==> src/rtl/mux_rr_nto1.sv <==
// N-to-1 channel multiplexer with a one-deep registered output stage.
// Channel choice is a fixed select index or round-robin from the last granted channel.
module mux_rr_nto1 #(
    parameter int unsigned WIDTH   = 32,
    parameter int unsigned NUM_SRC = 4,
    localparam int unsigned SEL_W  = ($clog2(NUM_SRC) > 1) ? $clog2(NUM_SRC) : 1
) (
    input  logic                     clk,
    input  logic                     rst_n,
    input  logic [NUM_SRC*WIDTH-1:0] src,
    input  logic [NUM_SRC-1:0]       src_valid,
    output logic [NUM_SRC-1:0]       src_ready,
    input  logic                     mode,
    input  logic [SEL_W-1:0]         select,
    output logic [WIDTH-1:0]         result,
    output logic                     result_valid,
    input  logic                     result_ready,
    output logic [SEL_W-1:0]         grant
);

    logic             load_en;
    logic             pick_valid;
    logic [SEL_W-1:0] pick_idx;
    logic [WIDTH-1:0] pick_data;
    logic [SEL_W-1:0] rr_ptr;

    // Output register can take a new item when empty or being drained this cycle.
    assign load_en = !result_valid || result_ready;

    // Channel choice; an out-of-range select matches no channel at all.
    always_comb begin : pick
        int unsigned cand;
        pick_valid = 1'b0;
        pick_idx   = '0;
        cand       = 0;
        if (!mode) begin
            for (int unsigned i = 0; i < NUM_SRC; i++) begin
                if (select == SEL_W'(i) && src_valid[SEL_W'(i)]) begin
                    pick_valid = 1'b1;
                    pick_idx   = SEL_W'(i);
                end
            end
        end else begin
            // Search rr_ptr+1 upward with wrap; rr_ptr itself comes last.
            for (int unsigned k = 1; k <= NUM_SRC; k++) begin
                cand = 32'(rr_ptr) + k;
                if (cand >= NUM_SRC) begin
                    cand = cand - NUM_SRC;
                end
                if (!pick_valid && src_valid[SEL_W'(cand)]) begin
                    pick_valid = 1'b1;
                    pick_idx   = SEL_W'(cand);
                end
            end
        end
    end

    // Data of the chosen channel only; unchosen channels never reach the register.
    always_comb begin : data_mux
        pick_data = '0;
        for (int unsigned i = 0; i < NUM_SRC; i++) begin
            if (pick_idx == SEL_W'(i)) begin
                pick_data = src[i*WIDTH +: WIDTH];
            end
        end
    end

    always_comb begin : ready_gen
        src_ready = '0;
        if (rst_n && load_en && pick_valid) begin
            src_ready[pick_idx] = 1'b1;
        end
    end

    // Output stage and round-robin pointer; pointer follows every transfer in both modes.
    always_ff @(posedge clk) begin
        if (!rst_n) begin
            result       <= '0;
            result_valid <= 1'b0;
            grant        <= '0;
            rr_ptr       <= SEL_W'(NUM_SRC - 1);
        end else if (load_en) begin
            if (pick_valid) begin
                result       <= pick_data;
                grant        <= pick_idx;
                result_valid <= 1'b1;
                rr_ptr       <= pick_idx;
            end else begin
                result_valid <= 1'b0;
            end
        end
    end

endmodule

==> config.mk <==
export PLATFORM = sky130hd
export DESIGN_NAME = mux_rr_nto1
export DESIGN_NICKNAME = d
export VERILOG_FILES = /design/src/rtl/mux_rr_nto1.sv
export SDC_FILE = /design/constraint.sdc
export NUM_CORES = 1
export LEC_CHECK = 0
export CAP_MARGIN = 10
export CORE_MARGIN = 2
export CORE_UTILIZATION = 38
export DETAILED_ROUTE_END_ITERATION = 16
export PLACE_DENSITY = 0.86
export SYNTH_ARGS = -nofsm -noshare
export SYNTH_HDL_FRONTEND = slang
export SYNTH_SLANG_ARGS = --single-unit
==> constraint.sdc <==
create_clock -name clk -period 4.8 [get_ports clk]
set_input_delay 1.2 -clock clk [delete_from_list [all_inputs] [get_ports clk]]
set_output_delay 1.2 -clock clk [all_outputs]
set_load 0.01 [all_outputs]
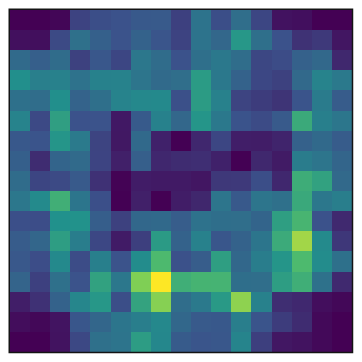
Figure 1: routed metal per tile.
Scale: 4 px per um. The die is cut into 17 by 17 equal tiles; dark purple is low, yellow is high, scaled to the fullest tile. Values are wire area over tile area, all layers added.
tiles over half the peak: 13%
densest ninth of the die: bottom centre
nearly empty tiles: 4.8%
emptiest ninth of the die: centre
Vias: 2,770
drt wl/cell: 16.8 um
Overall Global Routing Usage: 22.9%
Routed WL: 8.53 mm

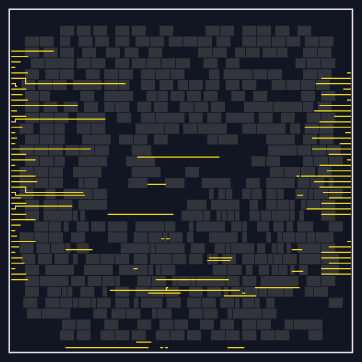
Figure 2: signal wires on met3.
Scale: 4 px per um.
wire length on this layer: 635 um
share of all routed wire: 7.4%
met3 GRT Util: 5.35%

==> metrics.yaml <==
numCtsBuffers: 5
ff2ff_setup_slack_ns: 1.89
grt.overflow.total: 0
die_area_um2: 7290
fin_skew_ns: 0.00377
tool_warnings: 26
grt_pass1_wl_mm: 13.6
pre_cts_ws_ns: 0.0815
leakage_nw: 1.83
num_rows: 29
slowest_delay_ns: 0.61
via_per_inst: 5.45
antenna_found_initial: 0
relSlewSlack_pct: 21.2
cp_slowest_cell: "clkdlybuf4s50_1"
arrival_ns: 3.46
netlist.top_cell.by_area: "dfxtp_1"
ys_seq_share_pct: 29.4
synth.avg_cell_area_um2: 9.54
utilization_pct: 68.9
grt_pass1_vias: 2931
yosys_warnings: 0
ys_cells: 264
gp_congestion: 0.810
final_antenna_net_count: 0
path_class: "in2out"
irDropWorstVdd_uv: 138
synthArstFlopShare_pct: 0
drtPass1Iterations: 4
top_cell: "mux2i_1"
hold_class: "reg2reg"
nNetsFinal: 568
path_delay_family: "buffers and inverters"
crit_required_ns: 3.60
worstSetupStartpointType: "input pin"
status: "finished, final reports clean"
ys_area_um2: 2520
initCoreUtil_pct: 39.4
antennaDiodeCount: 0
syn_area_um2: 2520
tightestPinTransition_ns: 1.18
==> power breakdown <==
group	switching (W)	internal, W
Combinational	0.000204	0.000284
Sequential	0.0000251	0.000348
Clock	0.000105	0.000130
==> cell families after synthesis <==
group,after synthesis,share of synthesized area (%)
and+or+nand+nor,63,11.9
DFF,37,29.4
AOI/OAI and AO/OA,83,30.2
buffers and inverters,27,6.95
muxes,54,21.5
==> per-layer routing <==
metal,GRT usage (%),wire (um)
met1,25.4,3290
met2,43.1,4430
met3,5.35,635
met4,6.78,174
met5,0,0
==> flip-flops by register name, indices dropped and copies added (netlist names) <==
| name | cells |
|---|---|
| rr_ptr | 2 |
| result | 32 |
| result_valid | 1 |
| grant | 2 |
==> cell usage in the layout, fill, tap and decap left out, types with 8 or more instances in the layout <==
master / count
clkdlybuf4s50_1: 173
mux2i_1: 53
nor2_1: 38
dfxtp_1: 37
a22oi_1: 19
o211a_1: 19
o311a_1: 12
a221oi_1: 9
buf_4: 8
==> area by class of cell <==
type	count	share of cell area (%)
multi-input combinational	200	36.6
tap	77	2.19
clock buffer	7	2.19
sequential	37	16.8
timing repair buffer	185	42.0
clock inverter	1	0.114
inverter	1	0.0853
==> path summary, 6_finish.rpt <==
check / startpoint / to / cells past startpoint
worst min-delay path: result[6] / result[6] / 1
worst min register to register: result[6] / result[6] / 1
worst max-delay path: src_valid[0] / src_ready[0] / 8
worst max register to register: rr_ptr[1] / result[10] / 7
==> what timing repair did <==
action,4_1_cts,5_1_grt
setup buffers,0,1
endpoints found under the hold margin,0,0
endpoints found under the setup margin,0,2
resized,0,4
==> metrics by stage <==
stage	cells	instance area, um2
2_1_floorplan	264	2520
3_3_place_gp	499	4280
3_5_place_dp	499	4280
4_1_cts	507	4380
5_1_grt	508	4400
6_report	508	4400
Power is estimated from default activity; no workload was simulated.
